`src/rtl/eq_const_pkg.sv`:
```
// Shared elaboration-time helpers for the constant-compare pipeline:
// chunk count, reduction-tree geometry, latency and LUT truth tables.
package eq_const_pkg;

  localparam int CHUNK_W   = 6;  // din bits examined by one level-0 LUT
  localparam int LUT_FANIN = 6;  // inputs of one AND-reduction LUT

  // Number of 6-bit chunks for a word of the given width.
  function automatic int chunk_count(input int width);
    return (width + CHUNK_W - 1) / CHUNK_W;
  endfunction

  // Number of bits left after lvl rounds of 6:1 reduction.
  function automatic int level_width(input int n, input int lvl);
    int c;
    c = n;
    for (int i = 0; i < lvl; i++) c = (c + LUT_FANIN - 1) / LUT_FANIN;
    return c;
  endfunction

  // Registered reduction levels needed to get n bits down to one (ceil log6).
  function automatic int tree_levels(input int n);
    int c;
    int l;
    c = n;
    l = 0;
    while (c > 1) begin
      c = (c + LUT_FANIN - 1) / LUT_FANIN;
      l++;
    end
    return l;
  endfunction

  // Cycles from din sampled to match presented.
  function automatic int pipe_latency(input int width);
    return 1 + tree_levels(chunk_count(width));
  endfunction

  // Bit offset of level lvl inside the flattened tree vector.
  function automatic int level_offset(input int n, input int lvl);
    int s;
    s = 0;
    for (int i = 0; i < lvl; i++) s += level_width(n, i);
    return s;
  endfunction

  // Truth table of a 6-input LUT that is 1 for every input agreeing with
  // val on the care bits.
  function automatic logic [63:0] lut_mask(input logic [5:0] val, input logic [5:0] care);
    logic [63:0] m;
    m = '0;
    for (int k = 0; k < 64; k++) begin
      if (((6'(k) ^ val) & care) == 6'd0) m[k] = 1'b1;
    end
    return m;
  endfunction

endpackage

```
`src/rtl/eq_chunk_reg.sv`:
```
// One 6-bit masked constant compare mapped to a single LUT, registered.
// The register has no reset: its output is only observed when qualified
// by the valid pipeline.
module eq_chunk_reg
  import eq_const_pkg::*;
#(
  parameter int         TARGET_CHIP = 2,
  parameter logic [5:0] VAL6        = 6'd0,
  parameter logic [5:0] CARE6       = 6'h3F
) (
  input  logic       clk,
  input  logic [5:0] i_d,
  output logic       o_q
);

  localparam logic [63:0] LUT_MASK = lut_mask(VAL6, CARE6);

  if (TARGET_CHIP < 0) begin : g_bad_chip
    $error("eq_chunk_reg: TARGET_CHIP must be non-negative");
  end

  logic w_hit;
  logic r_q;

  assign w_hit = LUT_MASK[i_d];

  // Level-0 pipeline register for this chunk's compare result.
  always_ff @(posedge clk) begin
    r_q <= w_hit;
  end

  assign o_q = r_q;

endmodule

```
`src/rtl/eq_const_pipe.sv`:
```
// Pipelined compare of din against a masked constant: 6-bit chunk LUTs,
// then a registered 6:1 AND tree, plus a saturating match counter and a
// sticky match flag. Accepts one word per cycle, never stalls.
module eq_const_pipe
  import eq_const_pkg::*;
#(
  parameter int               TARGET_CHIP = 2,
  parameter int               WIDTH       = 48,
  parameter logic [WIDTH-1:0] VAL         = WIDTH'(48'h0123_4567_89AB),
  parameter logic [WIDTH-1:0] CARE        = '1,
  parameter int               CNT_WIDTH   = 16
) (
  input  logic                 clk,
  input  logic                 sclr,
  input  logic [WIDTH-1:0]     din,
  input  logic                 din_valid,
  input  logic                 clear_stats,
  output logic                 match,
  output logic                 match_valid,
  output logic [CNT_WIDTH-1:0] match_cnt,
  output logic                 sticky_match
);

  localparam int NCH       = chunk_count(WIDTH);
  localparam int LEVELS    = tree_levels(NCH);
  localparam int LATENCY   = pipe_latency(WIDTH);
  localparam int PADW      = NCH * CHUNK_W;
  localparam int TREE_BITS = level_offset(NCH, LEVELS + 1);

  // Bits above WIDTH get CARE=0 so the padded top chunk ignores them.
  localparam logic [PADW-1:0]      VAL_PAD  = PADW'(VAL);
  localparam logic [PADW-1:0]      CARE_PAD = PADW'(CARE);
  localparam logic [CNT_WIDTH-1:0] CNT_MAX  = '1;

  if (WIDTH < 1 || WIDTH > 256) begin : g_bad_width
    $error("eq_const_pipe: WIDTH must be in 1..256");
  end
  if (CNT_WIDTH < 1 || CNT_WIDTH > 32) begin : g_bad_cnt
    $error("eq_const_pipe: CNT_WIDTH must be in 1..32");
  end

  logic [PADW-1:0]      w_din_pad;
  logic [TREE_BITS-1:0] w_tree;     // all tree levels, level 0 at bit 0
  logic [LATENCY-1:0]   r_vld;
  logic                 w_match;
  logic [CNT_WIDTH-1:0] r_cnt;
  logic                 r_sticky;

  // Zero-extend din to a whole number of chunks.
  always_comb begin
    w_din_pad              = '0;
    w_din_pad[WIDTH-1:0]   = din;
  end

  for (genvar c = 0; c < NCH; c++) begin : g_chunk
    eq_chunk_reg #(
      .TARGET_CHIP (TARGET_CHIP),
      .VAL6        (VAL_PAD[c*CHUNK_W +: CHUNK_W]),
      .CARE6       (CARE_PAD[c*CHUNK_W +: CHUNK_W])
    ) u_chunk (
      .clk (clk),
      .i_d (w_din_pad[c*CHUNK_W +: CHUNK_W]),
      .o_q (w_tree[c])
    );
  end

  for (genvar l = 1; l <= LEVELS; l++) begin : g_lvl
    localparam int N_IN    = level_width(NCH, l - 1);
    localparam int N_OUT   = level_width(NCH, l);
    localparam int OFF_IN  = level_offset(NCH, l - 1);
    localparam int OFF_OUT = level_offset(NCH, l);

    logic [N_OUT*LUT_FANIN-1:0] w_pad;
    logic [N_OUT-1:0]           w_and;
    logic [N_OUT-1:0]           r_and;

    // Fill a partial last group with ones so it ANDs as identity.
    always_comb begin
      w_pad           = '1;
      w_pad[N_IN-1:0] = w_tree[OFF_IN +: N_IN];
    end

    // One 6-input AND per group of previous-level results.
    always_comb begin
      w_and = '0;
      for (int g = 0; g < N_OUT; g++) begin
        w_and[g] = &w_pad[g*LUT_FANIN +: LUT_FANIN];
      end
    end

    // Register this tree level.
    always_ff @(posedge clk) begin
      r_and <= w_and;
    end

    assign w_tree[OFF_OUT +: N_OUT] = r_and;
  end

  // Valid shift register tracking each word through the pipeline; reset
  // drops every in-flight word.
  always_ff @(posedge clk) begin
    if (sclr) begin
      r_vld <= '0;
    end else begin
      r_vld[0] <= din_valid;
      for (int i = 1; i < LATENCY; i++) r_vld[i] <= r_vld[i-1];
    end
  end

  assign w_match     = r_vld[LATENCY-1] & w_tree[TREE_BITS-1];
  assign match       = w_match;
  assign match_valid = r_vld[LATENCY-1];

  // Match statistics: reset wins, then clear (which still counts a
  // coincident match), then saturating increment.
  always_ff @(posedge clk) begin
    if (sclr) begin
      r_cnt    <= '0;
      r_sticky <= 1'b0;
    end else if (clear_stats) begin
      r_cnt    <= w_match ? CNT_WIDTH'(1) : '0;
      r_sticky <= w_match;
    end else if (w_match) begin
      if (r_cnt != CNT_MAX) r_cnt <= r_cnt + CNT_WIDTH'(1);
      r_sticky <= 1'b1;
    end
  end

  assign match_cnt    = r_cnt;
  assign sticky_match = r_sticky;

endmodule

```
`config.mk`:
```
export PLATFORM = sky130hd
export DESIGN_NAME = eq_const_pipe
export DESIGN_NICKNAME = d
export VERILOG_FILES = /design/src/rtl/eq_const_pkg.sv /design/src/rtl/eq_chunk_reg.sv /design/src/rtl/eq_const_pipe.sv
export SDC_FILE = /design/constraint.sdc
export NUM_CORES = 1
export LEC_CHECK = 0
export ABC_AREA = 1
export CAP_MARGIN = 15
export CORE_ASPECT_RATIO = 0.7
export CORE_UTILIZATION = 42
export CTS_CLUSTER_SIZE = 14
export DETAILED_ROUTE_END_ITERATION = 10
export MAX_ROUTING_LAYER = met4
export PLACE_DENSITY = 0.82
export REMOVE_ABC_BUFFERS = 1
export SLEW_MARGIN = 25
export SYNTH_ARGS = -nofsm -noshare
export SYNTH_HDL_FRONTEND = slang
export SYNTH_HIERARCHICAL = 1
export SYNTH_SLANG_ARGS = --single-unit
```
`constraint.sdc`:
```
create_clock -name clk -period 1.8 [get_ports clk]
set_clock_uncertainty 0.1 [all_clocks]
set_input_delay 0.36 -clock clk [delete_from_list [all_inputs] [get_ports clk]]
set_output_delay 0.36 -clock clk [all_outputs]
set_load 0.02 [all_outputs]
```
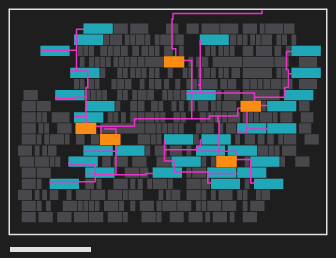
(images/clock_wires.png)
Scale bar: 20 um.
Key: flip-flops = cyan [count 31]; clock-net drivers = orange [count 5]; clock wires = magenta [length 370 um]
There are 6 routed clock nets.
worst skew pair latency: 0.28 ns
P_clk: 0.701 mW
clock power share: 0.424

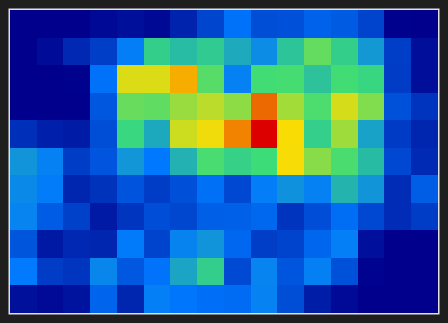
(images/route_heat.png)
16 x 11 tiles, from dark blue (low) to red (high), scaled to the fullest tile. Values are wire area over tile area, all layers added.
13% of the tiles are nearly empty. The emptiest ninth of the die: south-east. 16% of the tiles are over half the peak. The densest ninth of the die: centre.
WL final: 4460 um
Via Count: 1,876

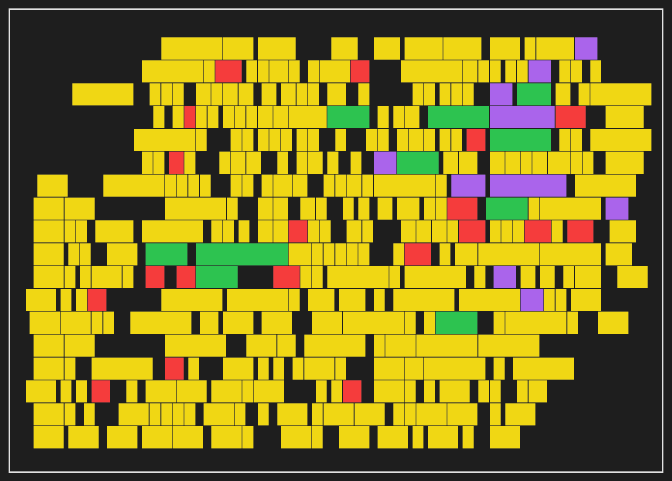
(images/sizing.png)
Key: x3 and x4 = purple [cells 10, most used buf_4]; x2 = red [cells 19, most used nor2_2]; x1 and smaller = yellow [cells 303, most used nand2_1]; x6 and larger = green [cells 10, most used clkbuf_8]
bufs w/o clock: 79
post-route cell area: 2640 um^2
area grow syn2layout: 57.2%
setup ws final: 0.0623 ns

==> flow_summary_export.csv <==
group,metric,value,unit
outcome,status,"completed",
cts,path_clk_slew,0.06,ns
cells_and_area,fin_nets,394,
cts,cts_max_path_buffers,2,
routing,drcViolationCount,0,
cts,postCtsHoldBufs,0,
yosys,async_reset_ff_frac,0,
cells_and_area,antennaDiodeCount,0,
yosys,ys_top_cells_by_count,"nand2_1, nor2_1, inv_1",
power_and_ir_drop,internal-power,1.29,mW
grt,antenna_found_initial,0,
critical_path,worstPathArrival,1.28,ns
critical_path,critPathLaunch,"match_cnt[15]",
sta,fmax,0.575,GHz
placement,gp_congestion,0.905,
yosys,ys_area,1680,um^2
critical_path,endpoint_kind,"output port",
sta,period_used_share,0.965,
grt,grt_usage,0.231,
critical_path,critPathRequiredTime,1.34,ns
power_and_ir_drop,ir_worst_vdd,0.000465,V
placement,numPlacedInstances,383,
grt,grt_max_degree,15,
yosys,synth_cells,261,
worst_hold_path,hold_end,"r_vld[1]",
yosys,edf_count,0,
sta,tightest_slew,0.388,ns
routing,drtAntennaViolNets,0,
critical_path,cp_max_fo,4,
yosys,ys_cells,261,
yosys,topCellsByArea,"dfxtp_1, nand2_1, nor2_1",
power_and_ir_drop,pwr-share-comb,0.146,
power_and_ir_drop,power,1.65,mW
cts,post-cts-setup-buffers,0,
power_and_ir_drop,power.density_cell_area,626,nW/um^2
sta,slew_headroom,0.741,
floorplan,nWellTaps,50,
yosys,top_cell_area_share,0.370,
cts,cts_sinks,31,
sta,hold_violations,0,
critical_path,r2r_cells,9,
cells_and_area,final-clk-cell-share,0.0445,
yosys,synth-main-ff-cell,"dfxtp_1",
floorplan,die_area,4260,um^2
power_and_ir_drop,netSwitchingPower,0.360,mW
floorplan,floorplan.core_util,0.457,
worst_hold_path,hold-path-cell-count,2,
cts,cts_tree,"done",
cells_and_area,ff_count,31,
worst_hold_path,hp-start,"r_vld[0]",
yosys,ys_seq_frac,0.370,
power_and_ir_drop,p_comb,0.242,mW
yosys,synthXorXnorAreaFrac,0,
worst_hold_path,min_path_type,"reg -> reg",
flow_run,warning_count,25,
cells_and_area,mi_logic_area,890,um^2
floorplan,ioPinCount,71,
yosys,avgSynthCellArea,6.43,um^2
critical_path,path_depth,1,
critical_path,worstPathCellList,"clkdlybuf4s50_1",
routing,dr.first_iter.drc_count,173,
placement,placed_area,2470,um^2
sta,finalSetupViolCount,0,
power_and_ir_drop,swShare,0.218,
cts,cts_root_buf,"clkbuf_8",
cells_and_area,inverters,41,
sta,hold_ws,0.308,ns
yosys,yosysWarnings,6,
sta,grt_setup_unrepaired,"no",
cts,htree_levels,2,
cells_and_area,fillers,292,
yosys,ys_sh_simple,0.425,
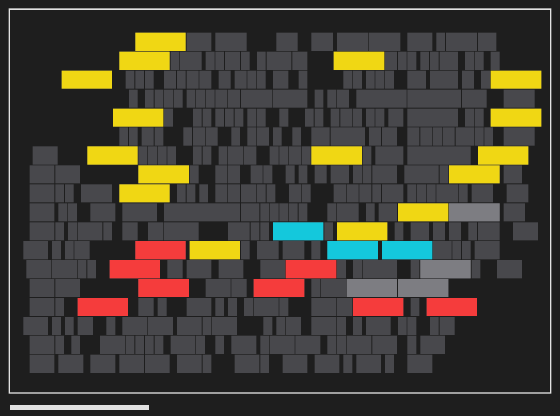
(images/ff_map.png)
Scale bar: 20 um. Other sequential cells in the stronger grey, the rest of the logic in the fainter grey.
Key: `g_chunk.u_chunk/o_q` = red [placed flops 8]; `match_cnt` = yellow [placed flops 16]; `r_vld` = cyan [placed flops 3]
Another 4 sequential cells are not coloured.
Storage cell area: 621 um^2
Layout Utilization: 0.719
seq pwr: 0.710 mW
Seq/total area: 0.235

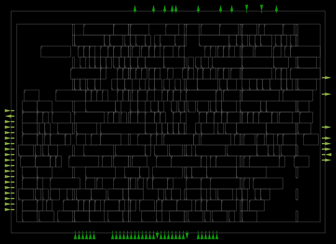
(images/placed.png)
Layout Cells excl Fill: 392
core area: 3670 um^2

[metal layers]
metal | track usage | part of all wire
met5 | - | 0
met4 | 0.0692 | 0.011
met3 | 0.0557 | 0.078
met2 | 0.382 | 0.47
met1 | 0.286 | 0.44
[placed cells by master, fill, tap and decap left out, types with 2 or more instances in the layout]
cell type	count
a21oi_1	6
dfxtp_1	31
nand2_2	2
o21ai_1	4
dlygate4sd2_1	7
nor2_2	7
buf_4	7
clkdlybuf4s50_1	55
nand3_2	2
a21oi_2	6
nand2_1	76
dlymetal6s2s_1	8
inv_1	39
nand3b_1	2
or2_0	2
nand4_1	4
o21ai_0	5
clkbuf_8	6
nand3_1	16
nor2_1	42
[registers in the layout, indices dropped and copies added, names as in the netlist]
name	count
r_vld	3
match_cnt	16
sticky_match	1
g_chunk.u_chunk/o_q	8
g_lvl.r_and	3
Power and IR drop assume default switching activity.
